===== config.mk =====
export PLATFORM = sky130hd
export DESIGN_NAME = regfile_mp
export DESIGN_NICKNAME = d
export VERILOG_FILES = /design/src/rtl/regfile_mp.sv
export SDC_FILE = /design/constraint.sdc
export NUM_CORES = 2
export LEC_CHECK = 0
export ABC_AREA = 1
export CORE_MARGIN = 1
export CORE_UTILIZATION = 40
export CTS_CLUSTER_DIAMETER = 100
export DETAILED_ROUTE_END_ITERATION = 16
export PLACE_DENSITY = 0.59
export RECOVER_POWER = 25
export SLEW_MARGIN = 20
export SYNTH_ARGS = -nofsm -noshare
export SYNTH_HDL_FRONTEND = slang
export SYNTH_SLANG_ARGS = --single-unit

===== constraint.sdc =====
create_clock -name clk -period 4.89 [get_ports clk]
set_clock_uncertainty 0.1 [all_clocks]
set_input_delay 0.978 -clock clk [delete_from_list [all_inputs] [get_ports clk]]
set_output_delay 0.978 -clock clk [all_outputs]
set_load 0.02 [all_outputs]

===== src/rtl/regfile_mp.sv =====
// Multi-entry register file: one byte-strobed write port, two independent
// read ports. Optional registered reads, write-to-read bypass and a
// hardwired-zero entry 0.
module regfile_mp #(
  parameter int NUM_REGS  = 16,
  parameter int REG_WIDTH = 32,
  parameter int READ_REG  = 1,
  parameter int BYPASS    = 1,
  parameter int ZERO_REG  = 0,
  localparam int AW = ($clog2(NUM_REGS) > 1) ? $clog2(NUM_REGS) : 1,
  localparam int SW = REG_WIDTH / 8
) (
  input  logic                 clk,
  input  logic                 rst,
  input  logic                 we_i,
  input  logic [AW-1:0]        waddr_i,
  input  logic [REG_WIDTH-1:0] wdata_i,
  input  logic [SW-1:0]        wstrb_i,
  input  logic                 re0_i,
  input  logic [AW-1:0]        raddr0_i,
  output logic [REG_WIDTH-1:0] rdata0_o,
  output logic                 rvalid0_o,
  input  logic                 re1_i,
  input  logic [AW-1:0]        raddr1_i,
  output logic [REG_WIDTH-1:0] rdata1_o,
  output logic                 rvalid1_o
);

  logic [REG_WIDTH-1:0] mem [NUM_REGS];
  logic [REG_WIDTH-1:0] wmask;
  logic                 wr_ok;
  logic [AW-1:0]        raddr [2];
  logic [REG_WIDTH-1:0] rd_v  [2];

  assign raddr[0] = raddr0_i;
  assign raddr[1] = raddr1_i;

  // Expand byte strobes to a bit mask and qualify the write address.
  // Addresses beyond NUM_REGS (and entry 0 when hardwired) never match.
  always_comb begin
    wmask = '0;
    for (int k = 0; k < SW; k++)
      wmask[8*k +: 8] = {8{wstrb_i[k]}};
    wr_ok = 1'b0;
    for (int i = 0; i < NUM_REGS; i++)
      if (waddr_i == AW'(i) && !(ZERO_REG != 0 && i == 0))
        wr_ok = we_i;
  end

  // Storage: synchronous clear, strobe-merged byte writes.
  always_ff @(posedge clk) begin
    if (rst) begin
      for (int i = 0; i < NUM_REGS; i++)
        mem[i] <= '0;
    end else if (wr_ok) begin
      for (int i = 0; i < NUM_REGS; i++)
        if (waddr_i == AW'(i))
          mem[i] <= (mem[i] & ~wmask) | (wdata_i & wmask);
    end
  end

  // Read value per port; out-of-range and hardwired-zero addresses give 0,
  // optionally returning the post-write value on a same-cycle address hit.
  always_comb begin
    for (int p = 0; p < 2; p++) begin
      rd_v[p] = '0;
      for (int i = 0; i < NUM_REGS; i++) begin
        if (raddr[p] == AW'(i) && !(ZERO_REG != 0 && i == 0)) begin
          rd_v[p] = mem[i];
          if (BYPASS != 0 && wr_ok && waddr_i == raddr[p])
            rd_v[p] = (mem[i] & ~wmask) | (wdata_i & wmask);
        end
      end
    end
  end

  generate
    if (READ_REG != 0) begin : g_rd_reg
      // Registered read: valid follows request, data holds when idle.
      always_ff @(posedge clk) begin
        if (rst) begin
          rdata0_o  <= '0;
          rdata1_o  <= '0;
          rvalid0_o <= 1'b0;
          rvalid1_o <= 1'b0;
        end else begin
          rvalid0_o <= re0_i;
          rvalid1_o <= re1_i;
          if (re0_i) rdata0_o <= rd_v[0];
          if (re1_i) rdata1_o <= rd_v[1];
        end
      end
    end else begin : g_rd_comb
      assign rdata0_o  = rd_v[0];
      assign rdata1_o  = rd_v[1];
      assign rvalid0_o = re0_i;
      assign rvalid1_o = re1_i;
    end
  endgenerate

endmodule


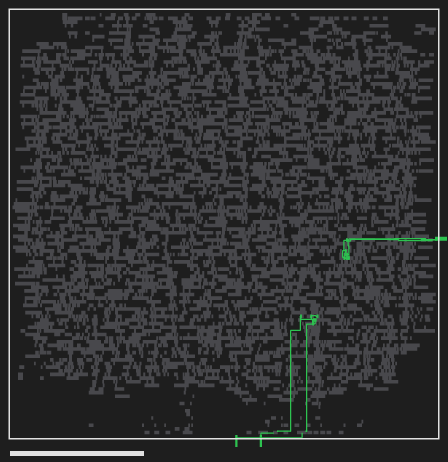
**Above:** nets reached from selected ports.
Scale bar: 100 um.
port	colour	direction	edge	end cells	buffers	wire
raddr0_i	green	input	2 bottom, 2 right	13	4	470 um
number of ports placed on the die boundary: 119
quantity of I/O buffers inserted on ports: 118

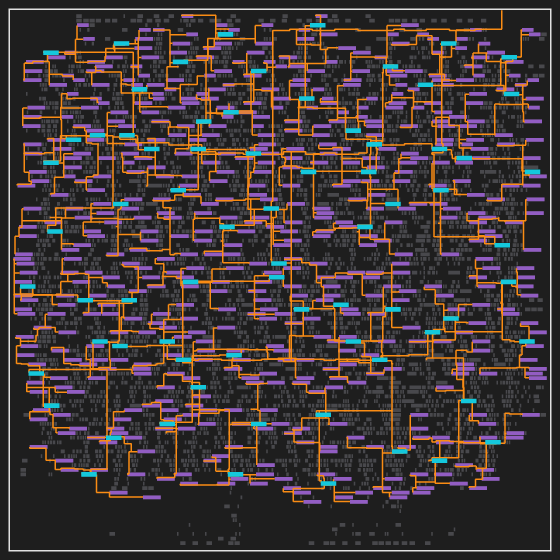
**Above:** clock distribution.
[clock wires] orange | length: 9650 um
[flip-flops] purple | count: 578
[clock drivers] cyan | count: 72
routed clock nets	73
flops lie	all over the die

==> impl_results.rst <==
Flow metrics
------------

.. list-table::
   :header-rows: 1

   * - Metric
     - Value
   * - Total negative setup slack
     - 0 ns
   * - Number of antenna violations at the first check in global routing
     - 2
   * - Cell taking the most area after synthesis
     - sky130_fd_sc_hd__edfxtp_1
   * - TritonCTS Sinks
     - about 580
   * - Top cell types by occurrence after synthesis
     - sky130_fd_sc_hd__nand2_1 (982), sky130_fd_sc_hd__nor2_1 (929), sky130_fd_sc_hd__a21oi_1 (644)
   * - Largest driver fanout on the critical path
     - 13
   * - Number of warnings in the stage logs
     - 28
   * - Max rail drop VDD
     - 0.234 mV
   * - Cell with the most instances after synthesis
     - sky130_fd_sc_hd__nand2_1
   * - Worst r2r path cells
     - 12
   * - Top delay family on crit path
     - AND-OR/OR-AND gates
   * - Standard cell core area
     - 100000 um^2
   * - Final-report max-slew violation count
     - between 200 and 300
   * - Sequential share of the synthesized area
     - 41.2%
   * - Post-placement worst setup slack
     - between 0.4 and 0.5 ns
   * - Status
     - finished with violations
   * - Average cell area after synthesis
     - between 7 and 8 um^2
   * - Wire length of the first global-routing pass
     - approximately 230 mm
   * - Share of cells above drive strength 1
     - 6.09%
   * - Worst Hold End
     - rdata1_o[15]$_SDFFE_PP0P_
   * - Yosys warning count
     - 0
   * - Buffer levels on the longest clock path
     - 3
   * - Number of standard cells reported by yosys
     - approximately 5500
   * - Number of iterations in the first detailed-routing pass
     - 10
   * - Final Hold Vio Count
     - 0
   * - Startpoint types
     - primary input
   * - Required time of the critical path
     - 5.11 ns
   * - Hold-fix buffer count after cts
     - 0
   * - Die Ht
     - about 320 um
   * - Final worst-path cycle share
     - between 80% and 90%
   * - R2R setup slack
     - about 2.4 ns
   * - Main area contributors
     - sky130_fd_sc_hd__edfxtp_1 (38%), sky130_fd_sc_hd__o211ai_1 (12%), sky130_fd_sc_hd__nand2_1 (9.1%)
   * - Setup repair after global routing missed its margin
     - false
   * - Global router's overall resource usage
     - 29.0%
   * - Row cnt
     - between 100 and 150
   * - Pleak
     - about 16 nW
   * - Initial cell density of the core
     - approximately two fifths
   * - Cell repeated most along the worst path
     - sky130_fd_sc_hd__nand2_1
   * - Tally of unique sky130hd cells used after synthesis
     - 25
   * - Kind of critical path
     - primary input to flip-flop
   * - Final min period
     - 4.28 ns
   * - Share of the synthesized area in the top cell type
     - between 30 and 40%
   * - Tightest slew margin relative to the limit
     - -66.0%
   * - Clk_lat worst skew
     - approximately 0.64 ns
   * - Via-to-Cell Ratio
     - around 6.2
   * - Number of buffer and inverter instances along the worst setup path
     - 3
   * - Number of antenna diodes
     - 0
   * - Cells along the critical path
     - dlygate4sd3_1 > nand2_1 > inv_1 > nand2_1 > o21ai_0 > buf_4
   * - Slowest stage cell, crit path
     - sky130_fd_sc_hd__o21ai_0
   * - Final estimated routing congestion in global placement
     - approximately 0.90
   * - Wirelength per Cell
     - approximately 22 um
   * - Post-Synthesis Net Count
     - approximately 5600
   * - Final setup violation count
     - 0
   * - Violations in the final reports
     - capacitance limit, slew limit
   * - Number of max-cap violations
     - 8
   * - Worst path max stage delay
     - between 1.5 and 2 ns
   * - Total number of nets in the final design
     - roughly 5400
   * - Inserted Clock Buffers
     - approximately 72
   * - H-Tree Level Count
     - 3
   * - PnR worst setup slack
     - 0.606 ns
   * - Maximum number of pins on one net before global-route repair
     - 132
   * - Slew at the pin closest to its max-slew limit
     - 2.49 ns
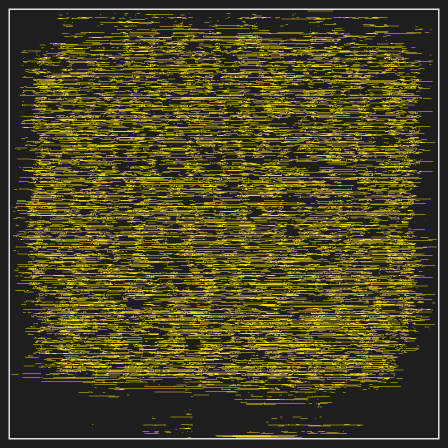
**Above:** metal 1.
share of all routed wire	41%
longest straight run	70.8 um
overall via count from detail_route: 41800
global-route met1 utilization: 38.4%

[sequential cells by signal, summed over array words and instances, names as in the netlist]
register   flops
rdata1_o      32
mem          512
rdata0_o      32
rvalid0_o      1
rvalid1_o      1
[logic make-up after synthesis]
| logic type | count (synthesis) | synth area share (%) |
|---|---|---|
| AND-OR/OR-AND | 1568 | 23.4 |
| buffers and inverters | 779 | 7.88 |
| flip-flops | 578 | 41.2 |
| AND/OR/NAND/NOR | 2599 | 27.6 |
[worst min-delay path, stage by stage, from the launching register on]
cell and delay [ns]:
sky130_fd_sc_hd__dfxtp_1 0.32, sky130_fd_sc_hd__o21ai_0 0.07, sky130_fd_sc_hd__nor2_1 0.09
[worst max-delay path by stage]
stage | start | depth (start not counted) | endpoint | slack (ns)
2_1_floorplan | we_i | 5 | mem[6][0]$_SDFFCE_PN0P_ | 0.18
3_3_place_gp | waddr_i[3] | 19 | rdata1_o[3]$_SDFFE_PP0P_ | 0.44
3_5_place_dp | waddr_i[3] | 19 | rdata1_o[3]$_SDFFE_PP0P_ | 0.43
4_1_cts | waddr_i[3] | 19 | rdata1_o[3]$_SDFFE_PP0P_ | 1.11
5_1_grt | wstrb_i[1] | 14 | rdata1_o[9]$_SDFFE_PP0P_ | 0.49
6_report | waddr_i[0] | 6 | mem[15][5]$_SDFFCE_PP0P_ | 0.61
[placed cells by master, fill, tap and decap left out, drive strengths merged, types with 114 or more instances in the layout]
cell	n
inv	253
edfxtp	512
nand3	266
buf	184
nor2	933
nand4	386
nand2	982
a21oi	644
o21ai	273
o211ai	640
clkbuf	114
[per-layer routing]
metal  vias to the layer above  global-route usage, %  share of wire, %
met2                      2000                   47.0                46
met3                       390                   3.71               7.7
met5                         -                      0            0.0046
met4                         2                   13.3               4.6
li1                      19500                      -                 -
met1                     19900                   38.4                41
[metrics by stage]
step	hold slack [ns]	util [%]	cells	instance area, um^2	power, W
2_1_floorplan	0.477	-	5524	40600	0.00727
3_3_place_gp	0.396	43.4	6667	43500	0.00812
3_5_place_dp	0.400	43.4	6667	43500	0.00814
4_1_cts	0.416	45.6	6792	45700	0.0134
5_1_grt	0.428	45.5	6792	45700	0.0138
6_report	0.405	45.5	6792	45700	0.0133
[area by class of cell]
type,instances,area [um^2],share of cell area [%]
Multi-Input combinational cell,4167,20900,45.7
Sequential cell,578,16700,36.6
Timing Repair Buffer,310,3200,7.01
Clock buffer,103,2030,4.45
Tap cell,1357,1700,3.72
Inverter,255,981,2.15
Clock inverter,22,186,0.408
[where the power goes]
part	leakage [nW]	internal [W]	switching [W]
clock	1.07	0.00304	0.00225
sequential	5.84	0.00567	0.000181
combinational	9.19	0.000602	0.00160
No activity file was given, so power comes from the tool's default toggle rates.
